## src/rtl/simplebus_arb_pkg.sv

```systemverilog
// Shared types and default sizing for the simplebus round-robin arbiter.
package simplebus_arb_pkg;

  typedef enum logic [0:0] {
    IDLE = 1'b0,
    OWN  = 1'b1
  } arb_state_e;

  localparam int unsigned NREQ_DEF     = 4;
  localparam int unsigned HOLD_MAX_DEF = 8;

endpackage

```

## src/rtl/simplebus_rr_pick.sv

```systemverilog
// Combinational round-robin picker: first set request at or above rr_ptr, wrapping modulo NREQ.
module simplebus_rr_pick #(
  parameter int unsigned NREQ = 4,
  localparam int unsigned PW = (NREQ > 1) ? $clog2(NREQ) : 1
) (
  input  logic [NREQ-1:0] req,
  input  logic [PW-1:0]   rr_ptr,
  output logic [NREQ-1:0] pick,
  output logic            any
);

  always_comb begin : p_scan
    logic [PW:0]   sum;
    logic [PW-1:0] idx;
    logic          found;
    pick  = '0;
    found = 1'b0;
    sum   = '0;
    idx   = '0;
    for (int unsigned i = 0; i < NREQ; i++) begin
      // One extra bit keeps rr_ptr + i from overflowing before the wrap.
      sum = {1'b0, rr_ptr} + (PW+1)'(i);
      if (sum >= (PW+1)'(NREQ)) sum = sum - (PW+1)'(NREQ);
      idx = sum[PW-1:0];
      if (!found && req[idx]) begin
        pick[idx] = 1'b1;
        found     = 1'b1;
      end
    end
  end

  assign any = |req;

endmodule

```

## src/rtl/simplebus_arbiter.sv

```systemverilog
// Round-robin owner/sequencer for the single-bit simplebus data wire.
// Optional hold-time revoke enabled by defining SIMPLEBUS_ARB_TIMEOUT_EN.
module simplebus_arbiter
  import simplebus_arb_pkg::*;
#(
  parameter int unsigned NREQ     = NREQ_DEF,
  parameter int unsigned HOLD_MAX = HOLD_MAX_DEF
) (
  input  logic            clk,
  input  logic            rst_n,
  input  logic [NREQ-1:0] req,
  input  logic [NREQ-1:0] last,
  input  logic [NREQ-1:0] data_in,
  output logic [NREQ-1:0] gnt,
  output logic            bus_out,
  output logic            busy,
  output logic [NREQ-1:0] timeout
);

  localparam int unsigned PW = (NREQ > 1) ? $clog2(NREQ) : 1;

  if (NREQ < 2 || NREQ > 16 || HOLD_MAX < 2) begin : g_param_chk
    $error("simplebus_arbiter: NREQ must be 2..16 and HOLD_MAX at least 2");
  end

  arb_state_e      state;
  logic [PW-1:0]   rr_ptr;
  logic [PW-1:0]   own_idx;
  logic [PW-1:0]   nxt_ptr;
  logic [NREQ-1:0] pick;
  logic            pick_any;
  logic            own_req;
  logic            own_last;
  logic            normal_end;
  logic            hold_exp;

  simplebus_rr_pick #(.NREQ(NREQ)) u_pick (
    .req    (req),
    .rr_ptr (rr_ptr),
    .pick   (pick),
    .any    (pick_any)
  );

  always_comb begin
    own_idx = '0;
    for (int unsigned i = 0; i < NREQ; i++) begin
      if (gnt[i]) own_idx = PW'(i);
    end
  end

  assign nxt_ptr    = (own_idx == PW'(NREQ-1)) ? '0 : own_idx + PW'(1);
  assign own_req    = |(gnt & req);
  assign own_last   = |(gnt & req & last);
  // A dropped request ends the transfer just like a final beat.
  assign normal_end = !own_req || own_last;

  assign busy    = (state == OWN);
  assign bus_out = |(gnt & data_in);

`ifdef SIMPLEBUS_ARB_TIMEOUT_EN
  localparam int unsigned CW = (HOLD_MAX > 1) ? $clog2(HOLD_MAX) : 1;

  logic [CW-1:0] hold_cnt;

  assign hold_exp = (hold_cnt == CW'(HOLD_MAX-1));

  always_ff @(posedge clk or negedge rst_n) begin
    if (!rst_n) begin
      hold_cnt <= '0;
      timeout  <= '0;
    end else begin
      // A final beat or abandon in the expiry cycle wins; no pulse then.
      timeout  <= (state == OWN && hold_exp && !normal_end) ? gnt : '0;
      hold_cnt <= (state == OWN) ? hold_cnt + CW'(1) : '0;
    end
  end
`else
  assign hold_exp = 1'b0;
  assign timeout  = '0;
`endif

  always_ff @(posedge clk or negedge rst_n) begin
    if (!rst_n) begin
      state  <= IDLE;
      gnt    <= '0;
      rr_ptr <= '0;
    end else begin
      case (state)
        IDLE: begin
          if (pick_any) begin
            state <= OWN;
            gnt   <= pick;
          end
        end
        OWN: begin
          // Dropping gnt here guarantees one idle cycle before the next owner.
          if (normal_end || hold_exp) begin
            state  <= IDLE;
            gnt    <= '0;
            rr_ptr <= nxt_ptr;
          end
        end
        default: state <= IDLE;
      endcase
    end
  end

  a_gnt_onehot0: assert property (@(posedge clk) disable iff (!rst_n) $onehot0(gnt));

endmodule

```

## config.mk

```make
export PLATFORM = sky130hd
export DESIGN_NAME = simplebus_arbiter
export DESIGN_NICKNAME = d
export VERILOG_FILES = /design/src/rtl/simplebus_arb_pkg.sv /design/src/rtl/simplebus_rr_pick.sv /design/src/rtl/simplebus_arbiter.sv
export SDC_FILE = /design/constraint.sdc
export NUM_CORES = 1
export LEC_CHECK = 0
export CAP_MARGIN = 20
export CORE_MARGIN = 1
export CORE_UTILIZATION = 41
export CTS_CLUSTER_DIAMETER = 100
export DETAILED_ROUTE_END_ITERATION = 6
export PLACE_DENSITY = 0.84
export SLEW_MARGIN = 15
export SYNTH_ARGS = -nofsm -noshare
export SYNTH_HDL_FRONTEND = slang
export SYNTH_SLANG_ARGS = --single-unit
```

## constraint.sdc

```tcl
create_clock -name clk -period 2.1 [get_ports clk]
set_input_delay 0.42 -clock clk [delete_from_list [all_inputs] [get_ports clk]]
set_output_delay 0.42 -clock clk [all_outputs]
set_load 0.02 [all_outputs]
```

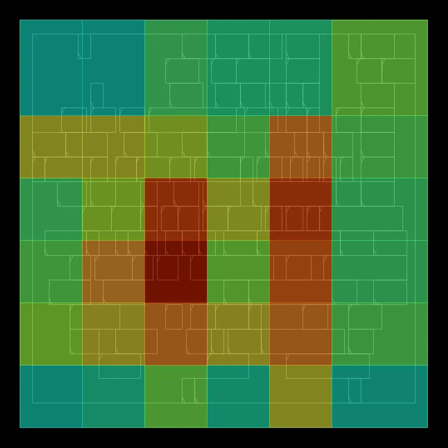
Run 1: track usage over the die
met3 Usage GRT: 0.0200
grt peak-use layer: met2
WL per Instance: 13.7 um

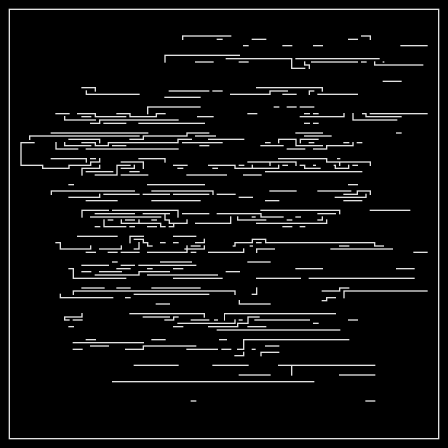
Run 1: met1 routing
wire length on this layer = 859 um
main direction = horizontal
share of all routed wire = 44%
nets with wire on the layer = 118

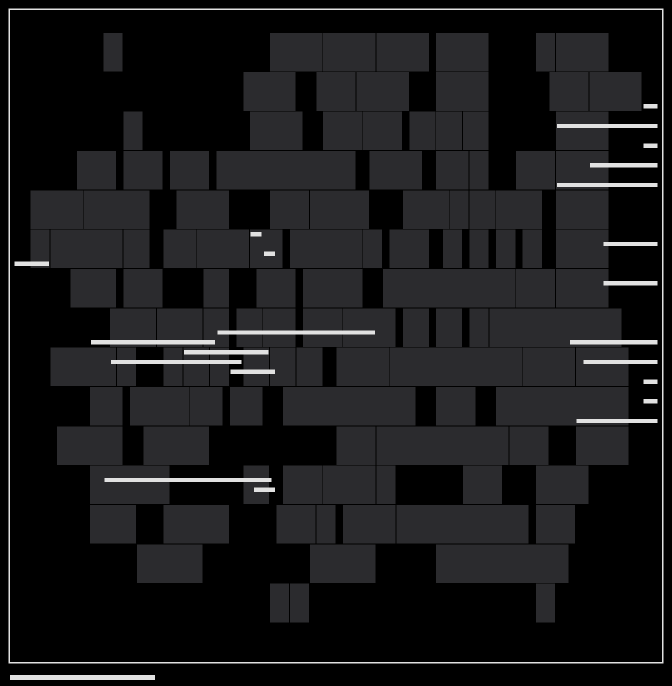
Run 1: signal wires on met3
Scale bar: 10 um.
share of all routed wire = 4.8%
nets with wire on the layer = 20
wire length on this layer = 94.1 um
longest straight run = 11.3 um

==> run 1: worst paths after layout <==
path,startpoint,end,slack (ns),cells after the start
max,data_in[1],bus_out,0.05,4
min,rst_n,rr_ptr[1]$_DFFE_PN0P_,0.43,1
max reg2reg,rr_ptr[0]$_DFFE_PN0P_,gnt[1]$_DFFE_PN0P_,0.17,8
min reg2reg,gnt[3]$_DFFE_PN0P_,rr_ptr[1]$_DFFE_PN0P_,0.61,1
max in group asynchronous,rst_n,gnt[2]$_DFFE_PN0P_,1.44,1
min in group clk,gnt[3]$_DFFE_PN0P_,rr_ptr[1]$_DFFE_PN0P_,0.61,1
==> run 1: cell families after synthesis <==
| logic type | count (synthesis) | synth area share |
|---|---|---|
| simple gates | 25 | 0.199 |
| buf+inv | 9 | 0.0740 |
| mux | 5 | 0.0888 |
| fa+ha+maj | 7 | 0.115 |
| flops | 7 | 0.230 |
| compound gates | 31 | 0.288 |
| other cells | 1 | 0.00493 |
==> run 1: repair_timing <==
item | in CTS | in global routing
resized | 0 | 7
setup endpoints to repair | 0 | 4
hold buffers | 0 | 0
hold endpoints to repair | 0 | 0
==> run 1: synth_stat cells, drive strengths merged <==
| cell | instances | area share |
|---|---|---|
| a21oi | 1 | 0.0066 |
| dfrtp | 7 | 0.23 |
| mux2i | 3 | 0.039 |
| o2111ai | 4 | 0.046 |
| o31ai | 1 | 0.0099 |
| nand3b | 1 | 0.0099 |
| o21ai | 10 | 0.066 |
| a31oi | 4 | 0.033 |
| a211o | 1 | 0.012 |
| nand2 | 2 | 0.0099 |
| a221o | 4 | 0.053 |
| ha | 7 | 0.12 |
| mux2 | 1 | 0.015 |
| or2b | 1 | 0.012 |
| mux4 | 1 | 0.035 |
| inv | 4 | 0.020 |
| nand4 | 1 | 0.0082 |
| or3 | 1 | 0.0099 |
| nor4bb | 1 | 0.013 |
| a22oi | 2 | 0.020 |
| nor3b | 1 | 0.0099 |
| or4 | 1 | 0.015 |
| buf | 5 | 0.054 |
| and3 | 1 | 0.015 |
| nor2b | 1 | 0.018 |
| o22ai | 1 | 0.0082 |
| a22o | 2 | 0.025 |
| conb | 1 | 0.0049 |
| or2 | 1 | 0.0082 |
| nor2 | 9 | 0.044 |
| a21o | 1 | 0.0099 |
| nand3 | 4 | 0.026 |
==> run 1: per-stage QoR <==
step / setup TNS, ns / hold slack (ns) / setup WS, ns / utilization
6_report: 0 / 0.428 / 0.0540 / 0.635
3_5_place_dp: -0.490 / 0.609 / -0.125 / 0.604
3_3_place_gp: -0.352 / 0.608 / -0.0891 / 0.604
5_1_grt: 0 / 0.435 / 0.0117 / 0.635
4_1_cts: 0 / 0.430 / 0.0509 / 0.619
2_1_floorplan: 0 / 0.124 / 0.0458 / -
==> run 1: worst register-to-register path, cell delays in order, from the launching register on <==
cell and delay, ns:
dfrtp_1 0.36, inv_1 0.09, ha_4 0.31, or2b_2 0.31, buf_4 0.14, nand3b_1 0.16, o2111ai_1 0.16, a31oi_1 0.22
a221o_1 0.13
==> run 1: registers in the layout, indices dropped and copies added (netlist names) <==
name    count
rr_ptr      2
gnt         4
busy        1
==> Slide: Implementation Results, run 1 <==
Run Summary

Global routing
  • Met2 GRT Util: 0.359
  • Number of antenna violations at the first check in global routing: 0
  • Met1 usage in global routing: 0.270

Pwr
  • Logic power comb: approximately 1000 uW
  • Clk power: approximately 120 uW
  • Total sequential power: 261 uW
  • PD cells: 1260 nW/um^2
  • Reg power frac: 0.190

Route
  • Drt first-iter violations: 21
  • Routed wire length: between 1.5 and 2 mm
  • Met2 wire length: roughly 980 um

Job
  • Max Cap Violations: 0

Layout
  • Share of cells above drive strength 1: 0.229
  • Fill cell count: about 160
  • MI comb cells: slightly above 70
  • Buffer share of cell area: 0.256
  • Reg area: about 180 um^2
  • CLK BUF: 4
  • Total Nets Final: about 140

Worst setup path
  • CP delay by family, top: buffers and inverters
  • Most common cell on crit path: clkdlybuf4s50_1
  • Bufs and invs on worst path: 2

Floorplanning
  • Tap cells: 25
  • FP Rows: 15
  • Core footprint: between 1500 and 2000 um^2
  • FP Core Util: 0.441
  • Die height: 45.1 um
  • I/O pins: 24

CTS
  • CTS clk-pin slew, worst paths: 0.05 ns

Status
  • Status: complete, no violations

Synth
  • Post-synthesis chip area from yosys: about 760 um^2
==> run 1 -> run 2 <==
--- a/config.mk
+++ b/config.mk
@@ -5,9 +5,9 @@
 export SDC_FILE = /design/constraint.sdc
 export NUM_CORES = 1
 export LEC_CHECK = 0
-export CAP_MARGIN = 20
+export ABC_AREA = 1
 export CORE_MARGIN = 1
-export CORE_UTILIZATION = 41
+export CORE_UTILIZATION = 42
 export CTS_CLUSTER_DIAMETER = 100
 export DETAILED_ROUTE_END_ITERATION = 6
 export PLACE_DENSITY = 0.84
==> Slide: Implementation Results, run 2 <==
Run Summary

Pwr
  • PD cells: 1340 nW/um^2

Floorplanning
  • FP Core Util: 0.463
  • Core footprint: 1800 um^2
  • Die height: 46.6 um
  • I/O pins: 24
  • FP Rows: 15

Worst setup path
  • Reg2reg end: gnt[2]$_DFFE_PN0P_
  • Bufs and invs on worst path: 1
  • R2r worst-path depth: 11
  • R2R setup slack: between 0.3 and 0.4 ns
  • CP delay by family, top: buffers and inverters

Synth
  • Asr flop ratio synth: 1.00
  • Post-synthesis xor/xnor area fraction: 0
  • Aoi share: 0.0435
  • Most frequent cells after synthesis: nand2_1 (43), nand3_1 (33), inv_1 (14)
  • Post-synthesis chip area from yosys: 835 um^2
  • Synth mux share: 0
  • Comb area leader: simple AND/OR/NAND/NOR gates
  • Ys flop type: dfrtp_1
  • Synth Area in Simple Gates: 0.510
  • Mapped Area: roughly 830 um^2
  • Post-synth EDFFs: 0
  • Area leader, netlist: dfrtp_1
  • Post-synth area hogs: dfrtp_1 (21%), nand3_1 (20%), nand2_1 (19%), ha_1 (10%), inv_1 (6.3%)
  • Top-area cell share: 0.210
  • Most frequent cell after synthesis: nand2_1

Layout
  • Final Util: 0.594
  • Number of flip-flops in the largest register: 4
  • Reg area: between 150 and 200 um^2
  • Share of cells above drive strength 1: 0.0927

Status
  • Status: complete, no violations

Route
  • WL per Instance: 11.7 um
  • Routed wire length: 2.05 mm

STA
  • Setup TNS: 0 ns

Global routing
  • Number of antenna violations at the first check in global routing: 0

CTS
  • CTS clk-pin slew, worst paths: roughly 0.050 ns
[run 2: cell types whose count changed after synthesis, moves of 3 or more]
cell	delta
o21ai_1	+4
a221o_1	-4
nor2_1	-9
o2111ai_1	-4
nand3_1	+29
nand2_4	+3
o21ai_0	-8
a31oi_1	-3
mux2i_1	-3
nand2_1	+41
inv_1	+10
[run 2: area by class of cell]
cell class                 count  area share
clock buffer                   4      0.0246
inverter                      16      0.0608
multi-input combinational    103       0.527
sequential                     7       0.164
tap                           25      0.0292
timing repair buffer          21       0.194
[run 2: where the power goes]
part / internal (mW) / leakage, nW / total [mW] / switching (mW)
sequential: 0.187 / 0.0895 / 0.256 / 0.0690
clock: 0.0725 / 0.0150 / 0.123 / 0.0501
combinational: 0.385 / 0.453 / 1.05 / 0.667
total: 0.644 / 0.557 / 1.43 / 0.786
[run 2: stage by stage]
stage	instances	setup slack (ns)	hold WS (ns)
after floorplan	131	0.447	0.124
after global placement	172	0.0606	0.594
after detailed placement	172	0.0515	0.601
after CTS	176	0.0417	0.437
after global routing	176	0.184	0.450
final	176	0.294	0.424
[run 2: kinds of logic (layout without fill, tap and decap cells)]
kind of cell / Yosys count / count (layout)
and+or+nand+nor: 85 / 85
AOI/OAI and AO/OA: 7 / 7
buffers and inverters: 21 / 41
other: 1 / 4
DFF: 7 / 7
adders and majority gates: 7 / 7
[run 2: what timing repair did]
action,CTS,global route
endpoints found under the setup margin,0,1
gates resized,0,1
hold buffers,0,0
[run 2: worst max path at each step]
stage                         end                   from  cells after the start
2_1_floorplan  gnt[1]$_DFFE_PN0P_  rr_ptr[1]$_DFFE_PN0P_                     11
3_3_place_gp              bus_out             data_in[2]                      4
3_5_place_dp              bus_out             data_in[2]                      4
4_1_cts                   bus_out             data_in[2]                      4
5_1_grt        gnt[2]$_DFFE_PN0P_  rr_ptr[0]$_DFFE_PN0P_                     11
6_report                   gnt[2]     gnt[2]$_DFFE_PN0P_                      1
[run 2: layer usage]
metal,track usage,up-vias,part of all wire
li1,-,458,-
met1,0.261,393,0.43
met2,0.403,31,0.51
met3,0.0392,2,0.048
met4,0.0294,0,0.0039
met5,0,-,0
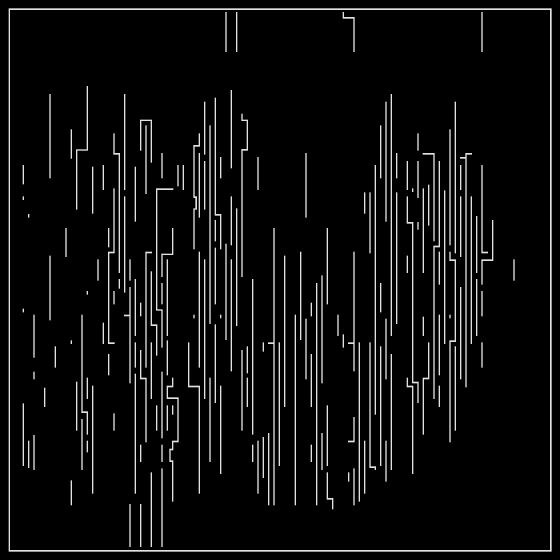
Run 2: the metal 2 layer
nets with wire on the layer = 131
longest straight run = 23.8 um
share of all routed wire = 51%
wire length on this layer = 1,060 um

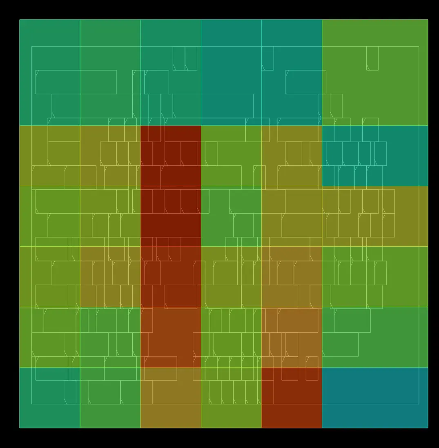
Run 2: track usage over the die
met1 usage in global routing: 0.261
met2 GRT Util: 0.403

No activity file was given, so power comes from the tool's default toggle rates.
